### config.mk
export PLATFORM = sky130hd
export DESIGN_NAME = packet_disassembler_var
export DESIGN_NICKNAME = d
export VERILOG_FILES = /design/src/rtl/packet_disassembler_var.sv
export SDC_FILE = /design/constraint.sdc
export NUM_CORES = 1
export LEC_CHECK = 0
export CAP_MARGIN = 20
export CORE_MARGIN = 2
export CORE_UTILIZATION = 45
export DETAILED_ROUTE_END_ITERATION = 12
export PLACE_DENSITY = 0.79
export RECOVER_POWER = 25
export SETUP_SLACK_MARGIN = 0.4
export SYNTH_ARGS = -nofsm -noshare
export SYNTH_HDL_FRONTEND = slang
export SYNTH_SLANG_ARGS = --single-unit
### constraint.sdc
create_clock -name clk -period 4.1 [get_ports clk]
set_clock_uncertainty 0.2 [all_clocks]
set_input_delay 0.615 -clock clk [delete_from_list [all_inputs] [get_ports clk]]
set_output_delay 0.615 -clock clk [all_outputs]
set_load 0.03 [all_outputs]
### src/rtl/packet_disassembler_var.sv
// Splits one nbits_in packet into up to NUM_CHUNKS nbits_out chunks on a val/rdy stream.
// Define PKT_DISASM_LAST_EN to add the resp_last output marking the final chunk.
module packet_disassembler_var #(
  parameter int nbits_in   = 32,
  parameter int nbits_out  = 8,
  parameter int MSB_FIRST  = 1,
  parameter int NUM_CHUNKS = (nbits_in + nbits_out - 1) / nbits_out,
  parameter int LEN_BITS   = $clog2(NUM_CHUNKS) + 1
) (
  input  logic                 clk,
  input  logic                 reset,
  input  logic                 req_val,
  output logic                 req_rdy,
  input  logic [nbits_in-1:0]  req_msg,
  input  logic [LEN_BITS-1:0]  req_len,
  output logic                 resp_val,
  input  logic                 resp_rdy,
  output logic [nbits_out-1:0] resp_msg
`ifdef PKT_DISASM_LAST_EN
  ,
  output logic                 resp_last
`endif
);

  localparam int IDX_BITS  = (NUM_CHUNKS > 1) ? $clog2(NUM_CHUNKS) : 1;
  localparam int DATA_BITS = NUM_CHUNKS * nbits_out;
  localparam logic [LEN_BITS-1:0] FULL_LEN = LEN_BITS'(NUM_CHUNKS);

  typedef enum logic {IDLE, SEND} state_t;

  state_t                state_q, state_d;
  logic [LEN_BITS-1:0]   cnt_q, cnt_d;
  logic [LEN_BITS-1:0]   len_q, len_d;
  logic [DATA_BITS-1:0]  data_q, data_d;
  logic [LEN_BITS-1:0]   eff_len;
  logic [LEN_BITS-1:0]   idx_full;
  logic [IDX_BITS-1:0]   idx;
  logic                  busy;
  logic                  last;
  logic                  accept;

  // req_rdy depends combinationally on resp_rdy so a new packet can enter as the last chunk leaves.
  always_comb begin
    busy     = (state_q == SEND);
    last     = busy && (cnt_q == len_q - LEN_BITS'(1));
    req_rdy  = !busy || (last && resp_rdy);
    accept   = req_val && req_rdy;
    eff_len  = ((req_len == '0) || (req_len > FULL_LEN)) ? FULL_LEN : req_len;
    idx_full = (MSB_FIRST != 0) ? (len_q - LEN_BITS'(1) - cnt_q) : cnt_q;
    idx      = idx_full[IDX_BITS-1:0];
    resp_val = busy;
  end

  always_comb begin
    resp_msg = '0;
    for (int k = 0; k < NUM_CHUNKS; k++) begin
      if (idx == IDX_BITS'(k)) begin
        resp_msg = data_q[k*nbits_out +: nbits_out];
      end
    end
  end

  always_comb begin
    state_d = state_q;
    cnt_d   = cnt_q;
    len_d   = len_q;
    data_d  = data_q;
    if (accept) begin
      data_d                = '0;
      data_d[nbits_in-1:0]  = req_msg;
      len_d                 = eff_len;
      cnt_d                 = '0;
      state_d               = SEND;
    end else if (last && resp_rdy) begin
      cnt_d   = '0;
      state_d = IDLE;
    end else if (busy && resp_rdy) begin
      cnt_d = cnt_q + LEN_BITS'(1);
    end
  end

  always_ff @(posedge clk) begin
    if (reset) begin
      state_q <= IDLE;
      cnt_q   <= '0;
      len_q   <= FULL_LEN;
      data_q  <= '0;
    end else begin
      state_q <= state_d;
      cnt_q   <= cnt_d;
      len_q   <= len_d;
      data_q  <= data_d;
    end
  end

`ifdef PKT_DISASM_LAST_EN
  assign resp_last = last;
`endif

endmodule
==> flow_metrics.py, run 1 <==
# Flow results
metrics = {
    "critical_path": {
        "crit_cells": 7,
        "critPathBufInv": 3,
        "crit_top_cell": "xor2_4",
        "regToRegSetupSlack_ps": 1380,
    },
    "worst_hold_path": {
        "hold_path_class": "flop to flop",
        "hold_end": "data_q[17]",
    },
    "finish": {
        "antennaDiodeCount": 0,
        "lay_top_count": "nand2b_1",
    },
    "drt": {
        "ant_nets": 0,
        "routed_via_density": 5.04,
    },
    "pwr": {
        "p_sw_share_pct": 26.4,
        "power.density_mw_per_mm2": 316,
        "p_clk_share_pct": 29.4,
        "p_seq_share_pct": 48.5,
        "combPwrFrac_pct": 22.1,
    },
    "sta": {
        "finalSetupViolCount": 0,
        "worst-slew-pin-transition_ps": 2060,
        "final.period_utilization_pct": 82.8,
        "rsz0062_at_grt": "no",
        "max_freq_mhz": 295,
        "maxSlewViolCount": 72,
        "hold_slack_ps": 270,
    },
    "logic_synthesis": {
        "ys_cells": 196,
        "syn_area_mm2": 0.00209,
        "synthAdderAreaFrac_pct": 2.39,
        "ys.flops": 39,
        "top_logic_kind": "multiplexers",
        "ys_seq_share_pct": 37.3,
        "ys_sh_xor_pct": 3.17,
    },
    "flow_run": {
        "maxCapViolCount": 1,
    },
    "floorplanning": {
        "pin_count": 49,
        "core_mm2": 0.00441,
        "die_width_um": 72.2,
        "die_height_um": 72.2,
    },
    "global_route": {
        "antenna_found_initial": 0,
        "grt_usage_pct": 16.3,
        "grt_max_degree": 72,
    },
    "placed_design": {
        "preCtsSetupSlack_ps": 558,
    },
    "outcome": {
        "violations": "capacitance limit, slew limit",
        "status": "finished, violations left",
    },
}
==> run 1: registers in the layout (all words and copies together) (netlist names) <==
name	count
data_q	32
cnt_q	3
len_q	3
resp_val	1
==> run 1: synth_stat cells (all sizes together) <==
cell    instances  area share, %
nand2b         67             20
dfxtp          39             37
mux2i          35             17
clkbuf          8            1.4
mux4            8            9.3
nand2           6            1.1
inv             5           0.90
a21oi           4           0.96
buf             4            2.0
ha              4            2.4
a32o            2           0.96
nor2            2           0.36
xor2            2            2.1
a21o            1           0.36
a311o           1           0.48
a31o            1           0.42
a41o            1           0.54
and3            1           0.30
nand3           1           0.24
nand4b          1           0.42
nor2b           1           0.30
or2             1           0.30
xnor3           1            1.1
==> run 1: power groups by stage <==
| stage | combinational (W) | clock (W) | sequential [W] |
|---|---|---|---|
| final | 0.000188 | 0.000251 | 0.000414 |
| after detailed placement | 0.000186 | 0 | 0.000423 |
| after global routing | 0.000205 | 0.000275 | 0.000417 |
| after floorplan | 0.000118 | 0 | 0.000420 |
| after CTS | 0.000192 | 0.000262 | 0.000414 |
| after global placement | 0.000185 | 0 | 0.000422 |
==> run 1: repair_timing <==
item | CTS | global route
resized | 1 | 7
hold buffers | 0 | 0
setup buffers | 2 | 0
pin swaps | 1 | 0
setup endpoints to repair | 7 | 7
==> run 1: final cells by class <==
type                            count  area, um^2  area share, %
Multi-Input combinational cell    140        1230           45.6
Tap cell                           52        65.1           2.41
Inverter                            5        18.8          0.694
Clock buffer                        7        76.3           2.82
Sequential cell                    39         781           28.9
Clock inverter                      1        5.00          0.185
Timing Repair Buffer               52         524           19.4
==> run 1: layer usage <==
layer  GRT usage, %  up-vias  wire [um]
met3           4.86        8        291
met2           24.1       45       1680
li1               -      758          -
met5              0        -          0
met1           21.5      682       1800
met4           8.81        0         80
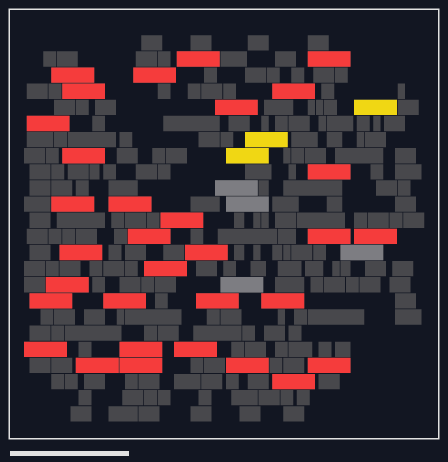
(run_1/ff_map.png)
Scale bar: 20 um.
color	netlist name	placed flops
red	data_q	32
yellow	len_q	3
not colored	4
fin util: 61.3%
Register Area: 781 um^2
Seq group: 0.000414 W
sequential share of cell area: 28.9%

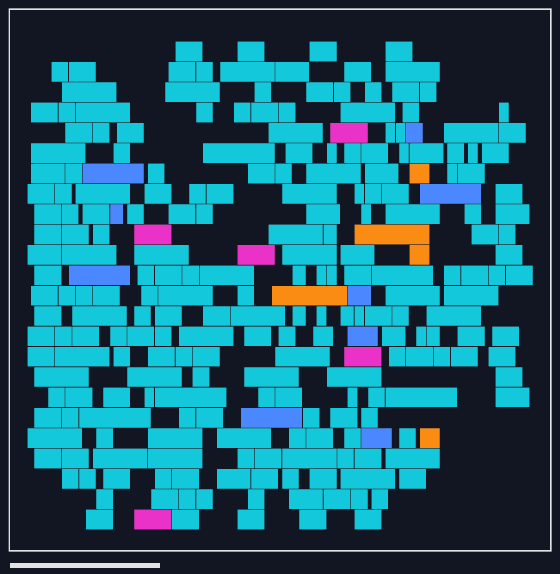
(run_1/sizing.png)
Scale bar: 20 um.
color	size	cells	most used
orange	x3 and x4	5	buf_4
blue	x2	9	mux4_2
cyan	x1 and smaller	225	nand2b_1
magenta	x6 and larger	5	clkbuf_8

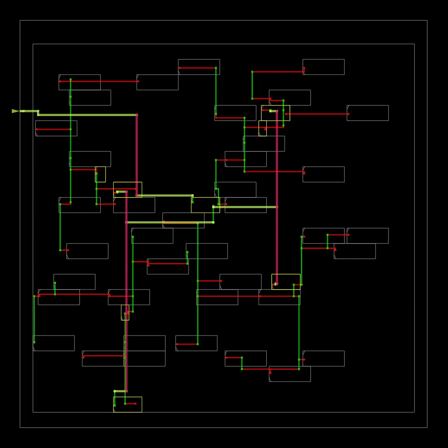
(run_1/clock_nets.png)
cts bufs inserted: 5
clock buffers: 7
Flops: 39
clk sinks: 39

==> run 2, diff against run 1 <==
Clock period 4.1 ns to 3.26 ns, I/O delays scaled along.
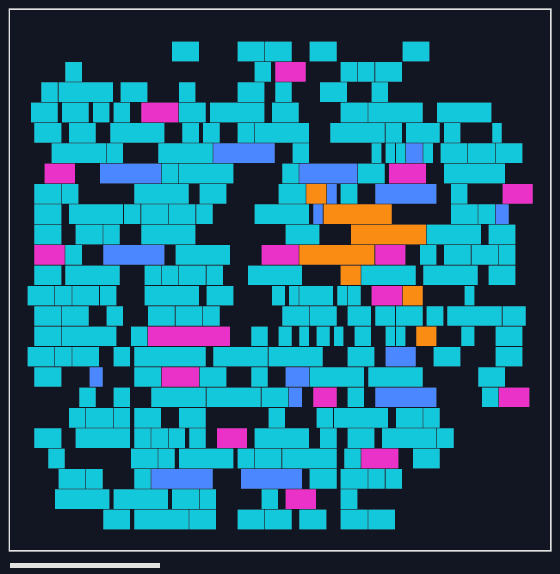
(run_2/sizing.png)
Scale bar: 20 um.
color	size	cells
blue	x2	16
orange	x3 and x4	7
magenta	x6 and larger	16
cyan	x1 and smaller	209
cell area after layout: 0.00276 mm^2
Area growth, synth to finish: 31.8%
setup ws final: 294 ps
Buffers, non-clock: 56

==> run 2 against run 1 <==
Against the previous run:
- the flow now finishes without violations
- die size unchanged
- utilization is 1.2 points higher
- clock power increased by 65%
- critical path depth stayed put
- sequential share of layout area down 0.51 points
- synthesized cell count did not move
- hold slack better by 5.1 ps
- sequential cell count stayed put
- critical path type is now flop to flop
- largest power group unchanged
==> flow_metrics.py, run 2 <==
# Flow results
metrics = {
    "drt": {
        "wl_mm": 3.96,
        "ant_nets": 0,
        "routed_via_density": 5.18,
    },
    "logic_synthesis": {
        "ys_sh_xor_pct": 3.17,
        "async_reset_ff_share_pct": 0,
        "top_area_cell": "dfxtp_1",
        "ys_top_cells_by_area": "dfxtp_1 (37%), nand2b_1 (20%), mux2i_1 (17%)",
        "ys_cells": 196,
        "flop_cell": "dfxtp_1",
        "ys_seq_share_pct": 37.3,
        "post-synth-top-area-fraction_pct": 37.3,
        "edf_count": 0,
        "muxShareOfSynthArea_pct": 26.1,
        "ys.flops": 39,
        "top_cell": "nand2b_1",
        "common_cells": "nand2b_1 (67), dfxtp_1 (39), mux2i_1 (35)",
        "top_logic_kind": "multiplexers",
        "syn_area_mm2": 0.00209,
        "synthAdderAreaFrac_pct": 2.39,
    },
    "sta": {
        "worst-slew-pin-transition_ps": 1190,
        "final.period_utilization_pct": 91.0,
        "maxSlewViolCount": 0,
        "maxSlewHeadroom_pct": 20.4,
        "max_freq_mhz": 337,
        "rsz0062_at_grt": "yes",
    },
    "floorplanning": {
        "pin_count": 49,
        "die_height_um": 72.2,
        "die_width_um": 72.2,
    },
    "worst_hold_path": {
        "hold_path_class": "flop to flop",
        "hold_end": "data_q[21]",
    },
    "clock_tree": {
        "clock-sinks": 39,
        "cts-buffers-inserted": 5,
    },
    "finish": {
        "nNetsFinal": 290,
        "largest_reg_flops": 32,
        "largestRegisters": "data_q (32), cnt_q (3), len_q (3)",
        "antennaDiodeCount": 0,
        "regMostFlops": "data_q",
        "final_cell_mix": "nand2b_1 (67), dfxtp_1 (38), clkdlybuf4s50_1 (37), mux2i_1 (35), buf_6 (9)",
        "fin_util_pct": 62.4,
    },
    "global_route": {
        "grt_max_degree": 72,
        "antenna_found_initial": 0,
    },
    "pwr": {
        "power.density_mw_per_mm2": 431,
        "power_w": 0.00119,
    },
    "critical_path": {
        "worstPathMaxFanout": 16,
        "regToRegSetupSlack_ps": 290,
        "critPathBufInv": 3,
    },
    "outcome": {
        "status": "completed",
    },
}
run 2: cell counts after synthesis:
No cell type changed its count.
run 2: cells by family after synthesis:
kind of cell / Yosys count
xor+xnor: 3
fa+ha+maj: 4
flops: 39
buf+inv: 17
simple gates: 80
mux: 43
compound gates: 10
run 2: cell type report:
type,count,area [um^2]
tap,52,65.1
fill,373,1660
clock inverter,3,46.3
clock buffer,5,68.8
multi-input combinational,140,1230
inverter,5,18.8
sequential,39,782
timing repair buffer,56,542
run 2: worst max-delay path by stage:
stage / startpoint / to / slack, ps / cells past startpoint
after global placement: len_q[0] / resp_msg[4] / 120 / 7
after detailed placement: len_q[0] / resp_msg[4] / 90 / 7
final: len_q[0] / data_q[2] / 290 / 7
after CTS: len_q[0] / resp_msg[4] / 310 / 7
after global routing: len_q[0] / data_q[10] / 170 / 7
after floorplan: len_q[0] / resp_msg[1] / 490 / 5
run 2: metal layers:
layer | track usage [%] | part of all wire, % | up-vias
li1 | - | - | 770
met5 | 0 | 0 | -
met2 | 24.7 | 44 | 50
met4 | 8.81 | 2.3 | 0
met1 | 22.3 | 47 | 724
met3 | 5.28 | 6.9 | 10
run 2: tightest hold or removal path, cell delays in order, from the launching register on:
cell and delay (ps):
dfxtp_1 320, nand2b_1 60, mux2i_1 50
run 2: timing repair:
item / CTS / global route
endpoints found under the setup margin: 9 / 8
buffers inserted: 1 / 0
hold buffers: 0 / 0
gates resized: 62 / 4
pin swaps: 1 / 1
run 2: where the power goes:
part / switching (W) / internal [W] / total (W)
clock: 0.000185 / 0.000230 / 0.000415
combinational: 0.000109 / 0.000142 / 0.000251
sequential: 0.0000156 / 0.000505 / 0.000521
No activity file was given, so power comes from the tool's default toggle rates.
